$ cat src/rtl/sa_driver.sv
// Initiator for the systolic array: buffers one A/W operand tile plus a bias tile, replays them skewed, captures and drains results.
// No arithmetic; strobes are gap-free, load and drain use valid/ready, WAIT and CAP abort with err_o.
module sa_driver #(
    parameter int DATA_WIDTH = 8,
    parameter int ROW_NUM    = 8,
    parameter int COL_NUM    = 8,
    parameter int INTER_NUM  = 8,
    parameter int TIMEOUT    = 64
) (
    input  logic                                 clk,
    input  logic                                 nrst,
    input  logic                                 start_i,
    output logic                                 busy_o,
    output logic                                 done_o,
    output logic                                 err_o,
    input  logic                                 op_valid_i,
    output logic                                 op_ready_o,
    input  logic [ROW_NUM-1:0][DATA_WIDTH-1:0]   op_a_i,
    input  logic [COL_NUM-1:0][DATA_WIDTH-1:0]   op_w_i,
    input  logic                                 bias_valid_i,
    output logic                                 bias_ready_o,
    input  logic [ROW_NUM-1:0][DATA_WIDTH-1:0]   bias_col_i,
    output logic                                 sa_iv_o,
    output logic                                 sa_mac_iv_o,
    output logic                                 sa_bias_iv_o,
    output logic [ROW_NUM-1:0][DATA_WIDTH-1:0]   sa_row_a_o,
    output logic [COL_NUM-1:0][DATA_WIDTH-1:0]   sa_col_w_o,
    output logic [ROW_NUM-1:0][DATA_WIDTH-1:0]   sa_bias_col_o,
    input  logic                                 sa_ov_i,
    input  logic [ROW_NUM-1:0][DATA_WIDTH-1:0]   sa_psum_i,
    output logic                                 res_valid_o,
    input  logic                                 res_ready_i,
    output logic [ROW_NUM-1:0][DATA_WIDTH-1:0]   res_col_o,
    output logic [$clog2(COL_NUM)-1:0]           res_idx_o
);

    localparam int F  = INTER_NUM + ROW_NUM + COL_NUM - 2;
    localparam int FW = $clog2(F);
    localparam int KW = $clog2(INTER_NUM);
    localparam int CW = $clog2(COL_NUM);
    localparam int TW = $clog2(TIMEOUT);

    typedef logic [ROW_NUM-1:0][DATA_WIDTH-1:0] rowv_t;
    typedef logic [COL_NUM-1:0][DATA_WIDTH-1:0] colv_t;

    typedef enum logic [2:0] {
        S_IDLE, S_LOAD, S_FEED, S_BIAS, S_WAIT, S_CAP, S_DRAIN
    } state_t;

    state_t         state_q, state_d;
    logic [KW-1:0]  op_cnt;
    logic           op_done;
    logic [CW-1:0]  bl_cnt;
    logic           bl_done;
    logic [FW-1:0]  feed_cnt;
    logic [CW-1:0]  bias_cnt;
    logic [TW-1:0]  wait_cnt;
    logic [CW-1:0]  cap_cnt;
    logic [CW-1:0]  res_idx;

    rowv_t a_buf [INTER_NUM];
    colv_t w_buf [INTER_NUM];
    rowv_t b_buf [COL_NUM];
    rowv_t r_buf [COL_NUM];

    logic op_hs, op_last, op_fin;
    logic bl_hs, bl_last, bl_fin;
    logic res_hs, res_last;

    assign op_hs    = op_ready_o & op_valid_i;
    assign op_last  = op_hs & (op_cnt == KW'(INTER_NUM - 1));
    assign op_fin   = op_done | op_last;
    assign bl_hs    = bias_ready_o & bias_valid_i;
    assign bl_last  = bl_hs & (bl_cnt == CW'(COL_NUM - 1));
    assign bl_fin   = bl_done | bl_last;
    assign res_hs   = res_valid_o & res_ready_i;
    assign res_last = res_hs & (res_idx == CW'(COL_NUM - 1));

    always_ff @(posedge clk or negedge nrst) begin
        if (!nrst) begin
            state_q <= S_IDLE;
        end else begin
            state_q <= state_d;
        end
    end

    always_comb begin
        state_d = state_q;
        done_o  = 1'b0;
        err_o   = 1'b0;
        case (state_q)
            S_IDLE:  if (start_i) state_d = S_LOAD;
            S_LOAD:  if (op_fin && bl_fin) state_d = S_FEED;
            S_FEED:  if (feed_cnt == FW'(F - 1)) state_d = S_BIAS;
            S_BIAS:  if (bias_cnt == CW'(COL_NUM - 1)) state_d = S_WAIT;
            S_WAIT: begin
                if (sa_ov_i) begin
                    state_d = S_CAP;
                end else if (wait_cnt == TW'(TIMEOUT - 1)) begin
                    err_o   = 1'b1;
                    state_d = S_IDLE;
                end
            end
            S_CAP: begin
                // the burst must be contiguous; a gap means the array lost sync
                if (!sa_ov_i) begin
                    err_o   = 1'b1;
                    state_d = S_IDLE;
                end else if (cap_cnt == CW'(COL_NUM - 1)) begin
                    state_d = S_DRAIN;
                end
            end
            S_DRAIN: begin
                if (res_last) begin
                    done_o  = 1'b1;
                    state_d = S_IDLE;
                end
            end
            default: state_d = S_IDLE;
        endcase
    end

    always_comb begin
        busy_o        = (state_q != S_IDLE);
        op_ready_o    = (state_q == S_LOAD) & ~op_done;
        bias_ready_o  = (state_q == S_LOAD) & ~bl_done;
        sa_iv_o       = (state_q == S_FEED) | (state_q == S_BIAS) |
                        (state_q == S_WAIT) | (state_q == S_CAP);
        sa_mac_iv_o   = (state_q == S_FEED);
        sa_bias_iv_o  = (state_q == S_BIAS);
        res_valid_o   = (state_q == S_DRAIN);
        res_idx_o     = res_idx;
        sa_bias_col_o = '0;
        res_col_o     = '0;
        if (state_q == S_BIAS)  sa_bias_col_o = b_buf[bias_cnt];
        if (state_q == S_DRAIN) res_col_o     = r_buf[res_idx];
    end

    // Diagonal skew: row m / column n lag the feed counter by m / n cycles.
    always_comb begin : skew
        int ka;
        int kw;
        ka         = 0;
        kw         = 0;
        sa_row_a_o = '0;
        sa_col_w_o = '0;
        if (state_q == S_FEED) begin
            for (int m = 0; m < ROW_NUM; m++) begin
                ka = int'(feed_cnt) - m;
                if (ka >= 0 && ka < INTER_NUM) sa_row_a_o[m] = a_buf[KW'(ka)][m];
            end
            for (int n = 0; n < COL_NUM; n++) begin
                kw = int'(feed_cnt) - n;
                if (kw >= 0 && kw < INTER_NUM) sa_col_w_o[n] = w_buf[KW'(kw)][n];
            end
        end
    end

    always_ff @(posedge clk or negedge nrst) begin
        if (!nrst) begin
            op_cnt   <= '0;
            op_done  <= 1'b0;
            bl_cnt   <= '0;
            bl_done  <= 1'b0;
            feed_cnt <= '0;
            bias_cnt <= '0;
            wait_cnt <= '0;
            cap_cnt  <= '0;
            res_idx  <= '0;
            for (int i = 0; i < INTER_NUM; i++) begin
                a_buf[i] <= '0;
                w_buf[i] <= '0;
            end
            for (int i = 0; i < COL_NUM; i++) begin
                b_buf[i] <= '0;
                r_buf[i] <= '0;
            end
        end else begin
            case (state_q)
                S_IDLE: begin
                    op_cnt   <= '0;
                    op_done  <= 1'b0;
                    bl_cnt   <= '0;
                    bl_done  <= 1'b0;
                    feed_cnt <= '0;
                    bias_cnt <= '0;
                    wait_cnt <= '0;
                    cap_cnt  <= '0;
                    res_idx  <= '0;
                end
                S_LOAD: begin
                    if (op_hs) begin
                        a_buf[op_cnt] <= op_a_i;
                        w_buf[op_cnt] <= op_w_i;
                        if (op_last) op_done <= 1'b1;
                        else         op_cnt  <= op_cnt + KW'(1);
                    end
                    if (bl_hs) begin
                        b_buf[bl_cnt] <= bias_col_i;
                        if (bl_last) bl_done <= 1'b1;
                        else         bl_cnt  <= bl_cnt + CW'(1);
                    end
                end
                S_FEED: begin
                    if (feed_cnt != FW'(F - 1)) feed_cnt <= feed_cnt + FW'(1);
                end
                S_BIAS: begin
                    if (bias_cnt != CW'(COL_NUM - 1)) bias_cnt <= bias_cnt + CW'(1);
                end
                S_WAIT: begin
                    if (sa_ov_i) begin
                        r_buf[0] <= sa_psum_i;
                        cap_cnt  <= CW'(1);
                    end else if (wait_cnt != TW'(TIMEOUT - 1)) begin
                        wait_cnt <= wait_cnt + TW'(1);
                    end
                end
                S_CAP: begin
                    if (sa_ov_i) begin
                        r_buf[cap_cnt] <= sa_psum_i;
                        if (cap_cnt != CW'(COL_NUM - 1)) cap_cnt <= cap_cnt + CW'(1);
                    end
                end
                S_DRAIN: begin
                    if (res_hs) begin
                        if (res_last) res_idx <= '0;
                        else          res_idx <= res_idx + CW'(1);
                    end
                end
                default: ;
            endcase
        end
    end

endmodule

$ cat config.mk
export PLATFORM = sky130hd
export DESIGN_NAME = sa_driver
export DESIGN_NICKNAME = d
export VERILOG_FILES = /design/src/rtl/sa_driver.sv
export SDC_FILE = /design/constraint.sdc
export NUM_CORES = 2
export LEC_CHECK = 0
export ABC_CLOCK_PERIOD_IN_PS = 6100
export CAP_MARGIN = 15
export CORE_UTILIZATION = 35
export DETAILED_ROUTE_END_ITERATION = 6
export PLACE_DENSITY = 0.59
export SYNTH_ARGS = -nofsm -noshare
export SYNTH_HDL_FRONTEND = slang
export SYNTH_SLANG_ARGS = --single-unit
$ cat constraint.sdc
create_clock -name clk -period 6.1 [get_ports clk]
set_input_delay 1.22 -clock clk [delete_from_list [all_inputs] [get_ports clk]]
set_output_delay 1.22 -clock clk [all_outputs]
set_load 0.05 [all_outputs]
==> images/congestion.png <==
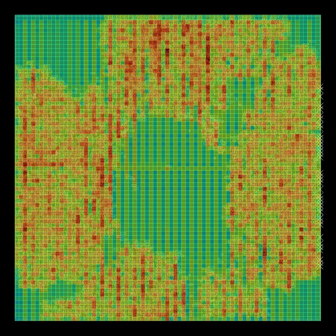
final cell utilization of the core: 41.9%
met2 Resource Use GR: 30.5%
GRT Total Usage: 18.6%
met1 Track Usage GR: 24.6%

==> images/placement_by_type.png <==
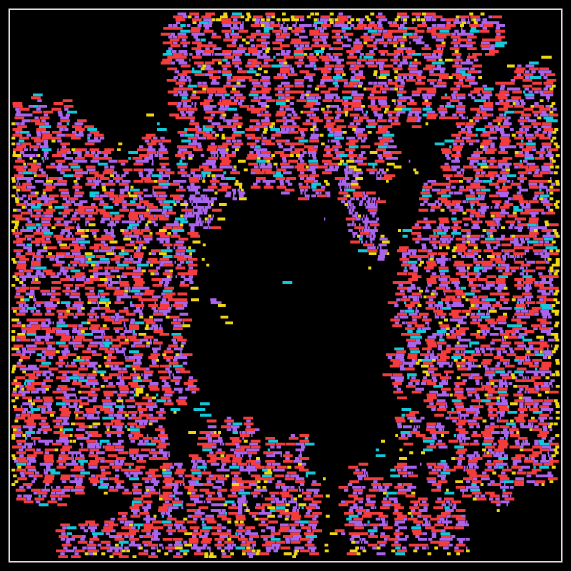
legend:
  purple:
    class: combinational and other logic
    cells: 3555
  cyan:
    class: clock drivers and dummy loads
    cells: 418
  red:
    class: flops
    cells: 2079
  yellow:
    class: other buffers and delay cells
    cells: 663
post-route cell area: 0.111 mm²
number of placement rows: 189
fraction of area in registers: 46.8%

==> images/power_grid.png <==
The bar under the picture is 200 µm long. Pins as bars on the die edge.
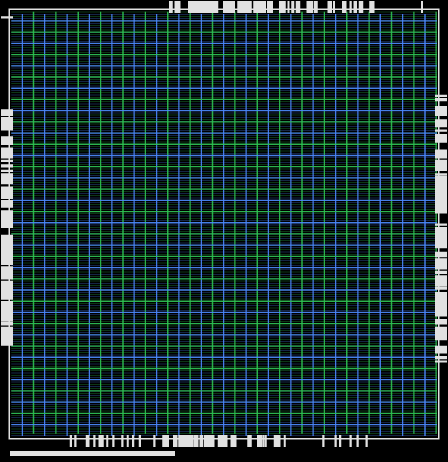
legend:
  blue:
    net: VSS
  green:
    net: VDD
met5 straps: 37
rows: 189
met4 straps: 38
Die Wd: 519 µm
Peak supply drop: 0.311 mV
y dimension of the die: 519 µm
Std-Cell Core Area: 0.266 mm²

==> images/io_fan.png <==
The bar under the picture is 200 µm long.
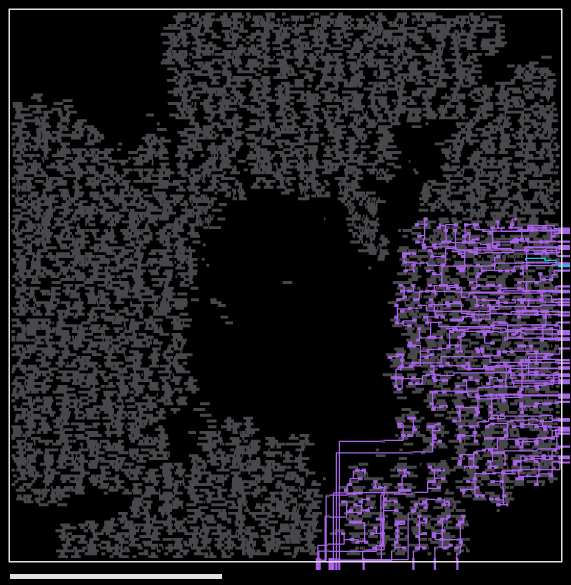
legend:
  purple:
    port: sa_psum_i
    direction: input
    edge: 50 right, 14 bottom
    end_cells: 512
    buffers: 64
    wire: 8560 µm
  cyan:
    port: res_valid_o
    direction: output
    edge: right
    end_cells: 1
    buffers: 1
    wire: 35.6 µm
Ports: 531
IO Port Bufs: 530

==> images/cell_density.png <==
The bar under the picture is 200 µm long. 26 x 26 tiles, from black (low) to pale yellow (high), 0 to 100% covered.
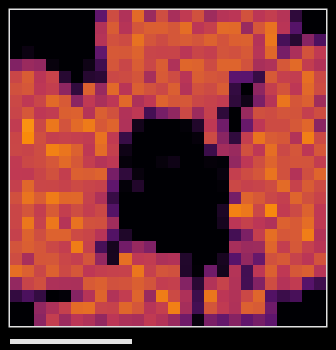
tiles over 75% full: 0.10%
emptiest ninth of the die: middle
fullest tile: 76%
mean over tiles: 40%
nearly empty tiles: 20%

==> commit_impl_results.txt <==
Add synthesis and place-and-route results

* Run status: finished with violations
- The final reports fail on DRC.
- Sum of negative setup slack: 0 ns
- In this run, post-CTS repair resized a total of 0 instances.
* Fraction of area in multi-input gates: 35.9%
- Clock tree from TritonCTS: done
- Average footprint of a synthesized cell: 15.5 µm²
- Cell count after synthesis: 6054
- Post-detailed-routing wire length: 251000 µm
* Post-route DRC violation count: approximately 76
- Cell count after placement: 9830
- Comb power: ~15 mW
* Net count of the mapped netlist: 6341
- The overall die size recorded for this design is roughly 0.27 mm².
- STA classifies the critical path startpoint as a flip-flop.
- Post-synth mux share: 38.0%
- After clock tree synthesis, the flow added hold-fix buffers numbering 0.
- Synthesized chip area reported by yosys: 0.0936 mm²
- According to the timing report, the arrival time at the worst endpoint equals roughly 4.8 ns.
- Clock-pin transition on the worst setup and hold timing paths: roughly 0.06 ns
- Of the available clock period, the critical path in the final layout requires 98.0%.
- First-pass iteration count of the detailed router: 7
- Source of the worst register-to-register timing path: state_q[1]$_DFFE_PN0P_
* Proportion of final cell area spent on non-clock buffers: 6.29%
- Relative area change from synthesis to final layout: 18.9%
* Tally of OpenROAD warnings: approximately 79
- Per the GRT log, the top usage layer is met2.
- The cell sequence reported for the critical path is clkinv_1, ha_1, nor2b_1, nor4b_1, o21ai_2, buf_4, a21oi_1, clkdlybuf4s50_1.
- Cell family contributing the most delay on the critical path: buffers and inverters
- Share of final-layout standard cells stronger than drive strength 1: 45.0%
- Net switching power: 14.3 mW
- The cell-mix breakdown from Yosys lists the XOR/XNOR area share as 0.131%.
- The share of total power dissipated in sequential elements is between 40% and 50%.
* Highest metal layer with signal wires: met5
- Top comb family, area: multiplexers
- Stages on the worst setup path: 8
* Leakage power: 47.2 nW
- Dividing the detail-routed via count by the number of cells gives between 5 and 6.
- Timing startpoint of the critical path: feed_cnt[3]$_DFFE_PN0P_
- Final clock skew: between 0.06 and 0.07 ns
- Seq/Total Area, Yosys: 55.6%
- The synthesized netlist occupies a cell area of 0.0936 mm².
- Leaving out fill and tap cells, the most frequent cell in the layout is sky130_fd_sc_hd__dfrtp_1.
* First-pass GRT wire length: 383000 µm
* Routed Antenna Nets: 0
* Register bit total from synthesis: around 2100
- The placed instances occupy a cell area of 0.103 mm².
- The clock H-tree reported by CTS has 4 levels.
* Diode insertion count for antenna repair: 19
* Relative area of clock buffers and inverters in the final design: 6.94%
- Syn. warnings: 0
- The tightest min-delay check is of the in -> async type.
- Area of the multi-input gates: 0.0400 mm²
- RD Place Congestion: 0.751
- Summing the areas of all fa, ha and maj instances in the mapped netlist gives less than 1% of the synthesized area.
* Num sequential: 2079
- The report lists the power per cell area as 452 mW/mm².
- Async S/R FF share, synth: 100%
- Later-pin clock latency in the skew report: 0.89 ns
* Slack of the worst reg-to-reg path: ~1.9 ns
- Biggest area consumer among cell classes: sequential cells
- Switching power as a fraction of the total was reported as between 20 and 30%.
- STA classifies the critical path endpoint as an output pin.
- By count the netlist is led by sky130_fd_sc_hd__dfrtp_1, sky130_fd_sc_hd__mux2_2, sky130_fd_sc_hd__mux4_2.
- The worst setup path is of the reg -> out kind.
- The internal power of the cells totals about 36 mW.
- Counting along the longest clock path gives a buffer depth of 4.
Power is estimated from default activity; no workload was simulated.
